## src/rtl/alu_regfile_pkg.sv

```systemverilog
// Shared definitions for the RV64 integer datapath core: default sizes and ALU opcodes.
package alu_regfile_pkg;

    localparam int XLEN_DEF = 64;
    localparam int NREG_DEF = 32;

    typedef enum logic [1:0] {
        ALU_ADD0 = 2'b00,
        ALU_ADD  = 2'b01,
        ALU_SLTU = 2'b10,
        ALU_SUB  = 2'b11
    } aluop_t;

endpackage

```

## src/rtl/alu_regfile_rf.sv

```systemverilog
// Architectural register file: x1..x31 stored, x0 reads zero, async clear on rst.
// Optional write-first read bypass when REGFILE_BYPASS_EN is defined.
module alu_regfile_rf
    import alu_regfile_pkg::*;
#(
    parameter int XLEN = XLEN_DEF,
    parameter int NREG = NREG_DEF,
    parameter int AW   = $clog2(NREG)
) (
    input  logic            clk,
    input  logic            rst,
    input  logic [AW-1:0]   raddr1,
    output logic [XLEN-1:0] rdata1,
    input  logic [AW-1:0]   raddr2,
    output logic [XLEN-1:0] rdata2,
    input  logic            we,
    input  logic [AW-1:0]   waddr,
    input  logic [XLEN-1:0] wdata
);

    logic [XLEN-1:0] r_regs [1:NREG-1];
    logic            w_wr_ok;

    assign w_wr_ok = we && (waddr != '0);

    // NOTE: the whole array is cleared asynchronously because reset must be visible before any clock edge.
    always_ff @(posedge clk or posedge rst) begin
        if (rst) begin
            for (int i = 1; i < NREG; i++) begin
                r_regs[i] <= '0;
            end
        end else if (w_wr_ok) begin
            r_regs[waddr] <= wdata;
        end
    end

    function automatic logic [XLEN-1:0] read_port(input logic [AW-1:0] addr);
        logic [XLEN-1:0] v;
        v = '0;
        if (addr != '0) begin
            v = r_regs[addr];
`ifdef REGFILE_BYPASS_EN
            if (w_wr_ok && !rst && (addr == waddr)) begin
                v = wdata;
            end
`endif
        end
        return v;
    endfunction

    always_comb begin
        rdata1 = read_port(raddr1);
        rdata2 = read_port(raddr2);
    end

endmodule

```

## src/rtl/alu_regfile.sv

```systemverilog
// Integer datapath core: register file plus combinational 64-bit ALU.
// Define REGFILE_BYPASS_EN for write-first reads of the register being written.
module alu_regfile
    import alu_regfile_pkg::*;
#(
    parameter int XLEN = XLEN_DEF,
    parameter int NREG = NREG_DEF,
    parameter int AW   = $clog2(NREG)
) (
    input  logic            clk,
    input  logic            rst,
    input  logic [AW-1:0]   raddr1,
    output logic [XLEN-1:0] rdata1,
    input  logic [AW-1:0]   raddr2,
    output logic [XLEN-1:0] rdata2,
    input  logic            we,
    input  logic [AW-1:0]   waddr,
    input  logic [XLEN-1:0] wdata,
    input  logic [XLEN-1:0] src1,
    input  logic [XLEN-1:0] src2,
    input  logic [1:0]      aluop,
    output logic [XLEN-1:0] result
);

    aluop_t w_op;

    alu_regfile_rf #(
        .XLEN (XLEN),
        .NREG (NREG),
        .AW   (AW)
    ) u_rf (
        .clk    (clk),
        .rst    (rst),
        .raddr1 (raddr1),
        .rdata1 (rdata1),
        .raddr2 (raddr2),
        .rdata2 (rdata2),
        .we     (we),
        .waddr  (waddr),
        .wdata  (wdata)
    );

    assign w_op = aluop_t'(aluop);

    // Both add encodings behave identically; carries fall off the top.
    always_comb begin
        result = '0;
        case (w_op)
            ALU_ADD0, ALU_ADD: result = src1 + src2;
            ALU_SLTU:          result = {{(XLEN-1){1'b0}}, (src1 < src2)};
            ALU_SUB:           result = src1 - src2;
            default:           result = '0;
        endcase
    end

endmodule

```

## config.mk

```make
export PLATFORM = sky130hd
export DESIGN_NAME = alu_regfile
export DESIGN_NICKNAME = d
export VERILOG_FILES = /design/src/rtl/alu_regfile_pkg.sv /design/src/rtl/alu_regfile_rf.sv /design/src/rtl/alu_regfile.sv
export SDC_FILE = /design/constraint.sdc
export NUM_CORES = 2
export LEC_CHECK = 0
export CORE_MARGIN = 2
export CORE_UTILIZATION = 45
export CTS_CLUSTER_SIZE = 25
export DETAILED_ROUTE_END_ITERATION = 10
export GPL_ROUTABILITY_DRIVEN = 0
export GPL_TIMING_DRIVEN = 0
export PLACE_DENSITY = 0.67
export SLEW_MARGIN = 5
export SYNTH_ARGS = -nofsm -noshare
export SYNTH_HDL_FRONTEND = slang
export SYNTH_SLANG_ARGS = --single-unit
```

## constraint.sdc

```tcl
create_clock -name clk -period 113.5 [get_ports clk]
set_clock_uncertainty 0.1 [all_clocks]
set_input_delay 11.35 -clock clk [delete_from_list [all_inputs] [get_ports clk]]
set_output_delay 11.35 -clock clk [all_outputs]
set_load 0.01 [all_outputs]
```

**Wire density map**

The die is cut into 25 by 25 equal tiles; black is low, pale yellow is high, scaled to the fullest tile. Values are wire area over tile area, all layers added.
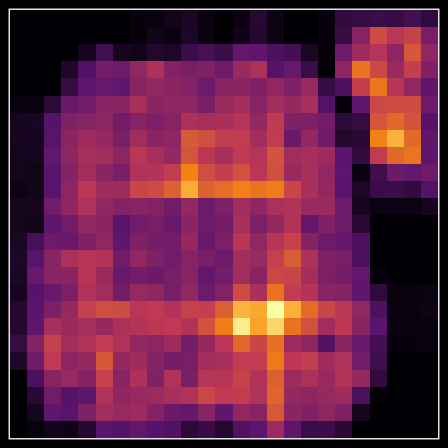
- nearly empty tiles: 13%
- fullest tile: 0.82
- emptiest ninth of the die: north-west
- tiles over half the peak: 15%
- mean over tiles: 0.25

**Met3 routing**

Scale: 1 px per um.
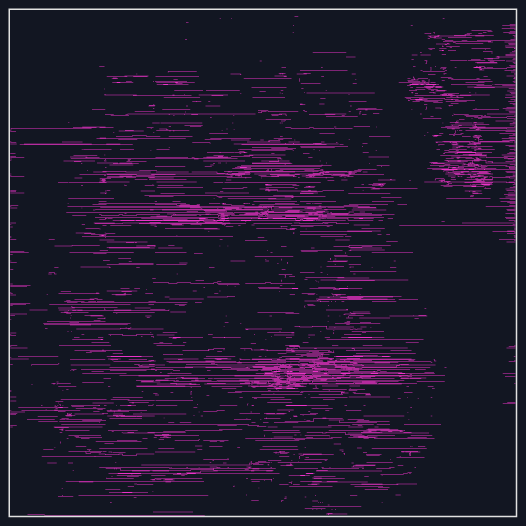
- share of all routed wire: 9.4%
- main direction: horizontal
WL final: 380 mm
GR Util met3: 7.98%
DR vias: 76.6k

==> reports/summary.txt <==
Status: finished with violations
Failing checks: capacitance limit, slew limit
Top cells by count: 2,240 x mux2_2, 1,984 x dfrtp_1, 1,152 x mux4_2, 648 x clkbuf_1, 172 x a21oi_1
Root Driver: clkbuf_16
Sequential cell count: 1,984
Pins Over Slew Limit: 24
Worst VDD drop: 19.1 uV
R2r endpoint: u_rf.r_regs[147]
Die H: 506 um
Final Hold Viols: 0
Final Net Count: 8,539
Max Used Layer: met5
Top cells, area: dfrtp_1 44%, mux4_2 23%, mux2_2 22%
Largest regs: u_rf.r_regs x1984
Final Setup Violations: 0
CTS Sinks: 1,984
Yosys reg bits: 1,984
Vias per std cell: 6.52
Fmax achieved: 0.0356 GHz
Post-DP Area: 122,000 sq um
Synth logic family: multiplexers
Number of global-route vias before repair: 78.9k
Setup_tns: 0 ns
CTS tree: done
Cell taking the most area after synthesis: dfrtp_1
DP HPWL: 278 mm
# Cells Yosys: 7,568
Clock buffers: 313
Clock Power Share: 31.8%
Max cap viols: 2
CP arrival: 16.66 ns
Final Cycle Share: 24.8%
Synth cell types: 93
Crit path from: raddr1[1]
power by group through the flow:
stage	sequential (W)	combinational (W)	clock [W]
finish	0.000946	0.000569	0.000707
global route	0.000962	0.000598	0.000742
CTS	0.000941	0.000565	0.000713
detailed placement	0.000953	0.000563	0
global placement	0.000945	0.000546	0
floorplan	0.000928	0.000396	0
worst max-delay path: stages:
cell and delay, ns:
clkbuf_2 0.63, clkbuf_1 0.60, clkbuf_1 1.17, clkbuf_1 1.13, mux4_2 0.44, mux4_2 0.50
mux2_2 0.30, clkdlybuf4s50_1 0.49
logic make-up after synthesis:
family | count (synthesis)
mux | 3397
buf+inv | 906
flops | 1984
compound gates | 680
fa+ha+maj | 129
xor+xnor | 27
simple gates | 445
Power and IR drop assume default switching activity.
